## config.mk

```make
export PLATFORM = sky130hd
export DESIGN_NAME = obi_sram_responder
export DESIGN_NICKNAME = d
export VERILOG_FILES = /design/src/rtl/obi_sram_responder.sv
export SDC_FILE = /design/constraint.sdc
export NUM_CORES = 1
export LEC_CHECK = 0
export CORE_AREA = 2 2 79 81
export CTS_CLUSTER_DIAMETER = 50
export DETAILED_ROUTE_END_ITERATION = 12
export DIE_AREA = 0 0 81 83
export PLACE_DENSITY = 0.86
export SETUP_SLACK_MARGIN = 0.02
export SLEW_MARGIN = 20
export SYNTH_ARGS = -nofsm -noshare
export SYNTH_HDL_FRONTEND = slang
export SYNTH_SLANG_ARGS = --single-unit
```

## constraint.sdc

```tcl
create_clock -name clk_i -period 4.85 [get_ports clk_i]
set_clock_uncertainty 0.15 [all_clocks]
set_input_delay 0.485 -clock clk_i [delete_from_list [all_inputs] [get_ports clk_i]]
set_output_delay 0.485 -clock clk_i [all_outputs]
set_load 0.02 [all_outputs]
```

## src/rtl/obi_sram_responder.sv

```systemverilog
// OBI slave port terminating one SRAM bank: grant wait states, range
// decode and a fixed-latency, in-order response pipeline.
package obi_pkg;
  typedef struct packed {
    logic        req;
    logic        we;
    logic [3:0]  be;
    logic [31:0] addr;
    logic [31:0] wdata;
  } obi_req_t;

  typedef struct packed {
    logic        gnt;
    logic        rvalid;
    logic [31:0] rdata;
  } obi_resp_t;
endpackage

module obi_sram_responder
  import obi_pkg::*;
#(
  parameter int unsigned NumWords   = 8192,
  parameter logic [31:0] BaseAddr   = 32'h0000_0000,
  parameter int          MemLatency = 1,
  parameter int          WaitStates = 0,
  localparam int unsigned AddrWidth = $clog2(NumWords)
) (
  input  logic                 clk_i,
  input  logic                 rst_i,
  input  obi_req_t             obi_req_i,
  output obi_resp_t            obi_resp_o,
  output logic                 mem_req_o,
  output logic                 mem_we_o,
  output logic [3:0]           mem_be_o,
  output logic [AddrWidth-1:0] mem_addr_o,
  output logic [31:0]          mem_wdata_o,
  input  logic [31:0]          mem_rdata_i,
  output logic [15:0]          oor_count_o
);

  typedef enum logic {
    IDLE,
    WAIT
  } state_t;

  localparam logic [31:0] Span = 32'(NumWords * 4);
  localparam int Tail = MemLatency - 1;

  state_t state_q, state_d;
  logic [2:0] wcnt_q, wcnt_d;
  logic gnt, fire, in_range;
  logic [31:0] offset;
  logic [31:0] rdata;
  logic [MemLatency-1:0] vld_q, oor_q, wr_q;
  logic [15:0] oor_cnt_q;

  // Wrap-around below the base lands far above Span
  assign offset   = obi_req_i.addr - BaseAddr;
  assign in_range = offset < Span;
  assign fire     = obi_req_i.req && gnt;

  always_comb begin
    state_d = state_q;
    wcnt_d  = wcnt_q;
    gnt     = 1'b0;
    if (WaitStates == 0) begin
      state_d = IDLE;
      wcnt_d  = '0;
      gnt     = obi_req_i.req;
    end else begin
      unique case (state_q)
        IDLE: begin
          if (obi_req_i.req) begin
            state_d = WAIT;
            wcnt_d  = 3'(WaitStates);
          end
        end
        WAIT: begin
          if (!obi_req_i.req) begin
            state_d = IDLE;
            wcnt_d  = '0;
          end else if (wcnt_q == 3'd1) begin
            gnt     = 1'b1;
            state_d = IDLE;
            wcnt_d  = '0;
          end else begin
            wcnt_d = wcnt_q - 3'd1;
          end
        end
        default: ;
      endcase
    end
  end

  assign mem_req_o   = fire && in_range;
  assign mem_we_o    = mem_req_o && obi_req_i.we;
  assign mem_be_o    = mem_req_o ? obi_req_i.be : '0;
  assign mem_addr_o  = mem_req_o ? offset[AddrWidth+1:2] : '0;
  assign mem_wdata_o = mem_req_o ? obi_req_i.wdata : '0;

  always_ff @(posedge clk_i) begin
    if (rst_i) begin
      state_q   <= IDLE;
      wcnt_q    <= '0;
      vld_q     <= '0;
      oor_q     <= '0;
      wr_q      <= '0;
      oor_cnt_q <= '0;
    end else begin
      state_q  <= state_d;
      wcnt_q   <= wcnt_d;
      vld_q[0] <= fire;
      oor_q[0] <= !in_range;
      wr_q[0]  <= obi_req_i.we;
      for (int i = 1; i < MemLatency; i++) begin
        vld_q[i] <= vld_q[i-1];
        oor_q[i] <= oor_q[i-1];
        wr_q[i]  <= wr_q[i-1];
      end
      if (fire && !in_range && oor_cnt_q != 16'hFFFF)
        oor_cnt_q <= oor_cnt_q + 16'd1;
    end
  end

  assign rdata = (vld_q[Tail] && !oor_q[Tail] && !wr_q[Tail])
               ? mem_rdata_i : '0;

  assign obi_resp_o  = {gnt, vld_q[Tail], rdata};
  assign oor_count_o = oor_cnt_q;

endmodule
```

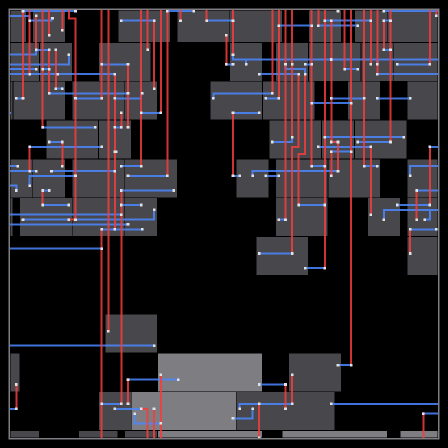
*Zoomed window*
Window x 26 to 56, y 43 to 73 um. Cells in gray, sequential cells in the stronger gray; small squares are vias.
| layer | color |
|---|---|
| metal 1 | blue |
| metal 2 | red |
netlist names of flops here include: oor_q (1), wr_q (1)
sequential cells in the window: 2
most frequent: clkdlybuf4s50_1 (28), and2_1 (10), and3_1 (7)
cells with their middle in the window: 49

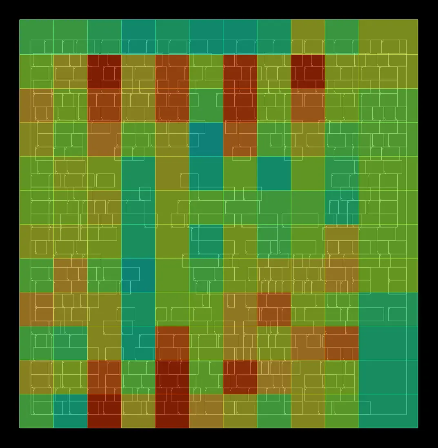
*Routing congestion map*
GR peak layer: met2
GRT met1 Usage: 20.8%
WL/cell: 15.5 um
Core Util, Final: 63.8%

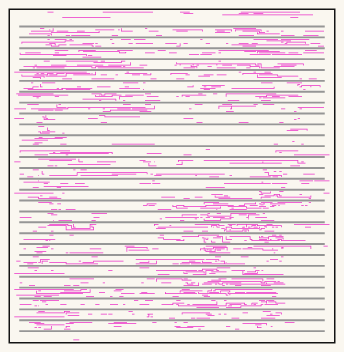
*Met1 routing*
Scale: 4 px per um. Supply wires on this layer in gray.
longest straight run: 23.5 um
share of all routed wire: 34%
nets with wire on the layer: 416
main direction: horizontal
DRT Wirelength: 7370 um
DR vias: 2316

==> flow_summary_export.csv <==
group,metric,value,unit
timing,worstMarginPinSlew,0.851,ns
place,hpwl,5990,um
synth,common_cells,"and3_1 (51), and2_1 (33), dfxtp_1 (19)",
worst_hold_path,whs_endpoint,"oor_count_o[15]",
worst_setup_path,crit_type,"in2out",
grt,grt_remaining_overflow,0,
cells_and_area,diodes,0,
worst_setup_path,cpMostUsedCell,"clkdlybuf4s50_1",
power,seq_power,0.161,mW
run,maxCapViolCount,0,
synth,synth.cellmix.compoundShare,9.55,%
worst_hold_path,hold_depth,2,
power,p_switching,0.0931,mW
cells_and_area,final_common_cell,"clkdlybuf4s50_1",
synth,syn_inst,212,
grt,grtUsageMet2,40.3,%
clock_network,ctsHoldBuffers,0,
routing,met3_length,669,um
worst_setup_path,endpoint,"mem_wdata_o[6]",
cells_and_area,n_all_buffers,206,
cells_and_area,buf_share,55.4,%
timing,setup_slack,1.30,ns
synth,synthArstFlopShare,0,%
synth,ys_types,30,
clock_network,clk_latency,0.25,ns
grt,use_met3,6.09,%
die,fp_util,27.5,%
worst_setup_path,critPathLaunch,"obi_req_i[56]",
clock_network,htreeDepth,1,
run_status,run_status,"finished clean",
timing,hold_viol,0,
timing,drv_slew,0,
timing,max_freq,282,MHz
routing,drt-pass1-iter-count,4,
synth,ys_seq_share,23.8,%
worst_setup_path,r2r_slack,2.46,ns
die,fp.dieW,81,um
timing,rsz0062_at_grt,"no",
worst_hold_path,hp-class,"reg2reg",
die,dieArea,6720,um2
synth,yosysCellCount,212,
clock_network,numClockSinks,19,
synth,ys_warn_count,0,
synth,syn-cell-area,1600,um2
worst_setup_path,cp_top_family,"buffers and inverters",
grt,grt_antenna_before_repair,0,
worst_setup_path,end_kind,"output pin",
cells_and_area,comb_area,1130,um2
synth,synth_area_leader_cell,"dfxtp_1",
cells_and_area,area_growth,132,%
die,tap_cells,75,
cells_and_area,clock_buffers,3,
worst_setup_path,r2r-start,"oor_count_o[0]",
clock_network,post_cts_buffers,0,
cells_and_area,drive_above_1_share,5.24,%
worst_setup_path,arrival,2.91,ns
die,pin_count,205,
timing,fin_crit,3.55,ns
timing,setup_viol,0,
synth,syn_avg_cell_area,7.54,um2
place,place.port_buffers,202,
routing,met2RoutedLength,4000,um
## metrics by stage
| stage | total power, mW | instances | utilization (%) | hold WS [ns] | cell area [um2] |
|---|---|---|---|---|---|
| 2_1_floorplan | 0.197 | 212 | - | 0.409 | 1600 |
| 3_3_place_gp | 0.294 | 471 | 62.7 | 0.322 | 3650 |
| 5_1_grt | 0.421 | 476 | 63.8 | 0.384 | 3710 |
| 4_1_cts | 0.404 | 475 | 63.6 | 0.353 | 3700 |
| 6_report | 0.402 | 476 | 63.8 | 0.354 | 3710 |
| 3_5_place_dp | 0.297 | 471 | 62.8 | 0.343 | 3650 |
## registers in the layout, summed over array words and instances (netlist names)
name and flops:
oor_count_o 16, oor_q 1, vld_q 1, wr_q 1
Power and IR drop assume default switching activity.
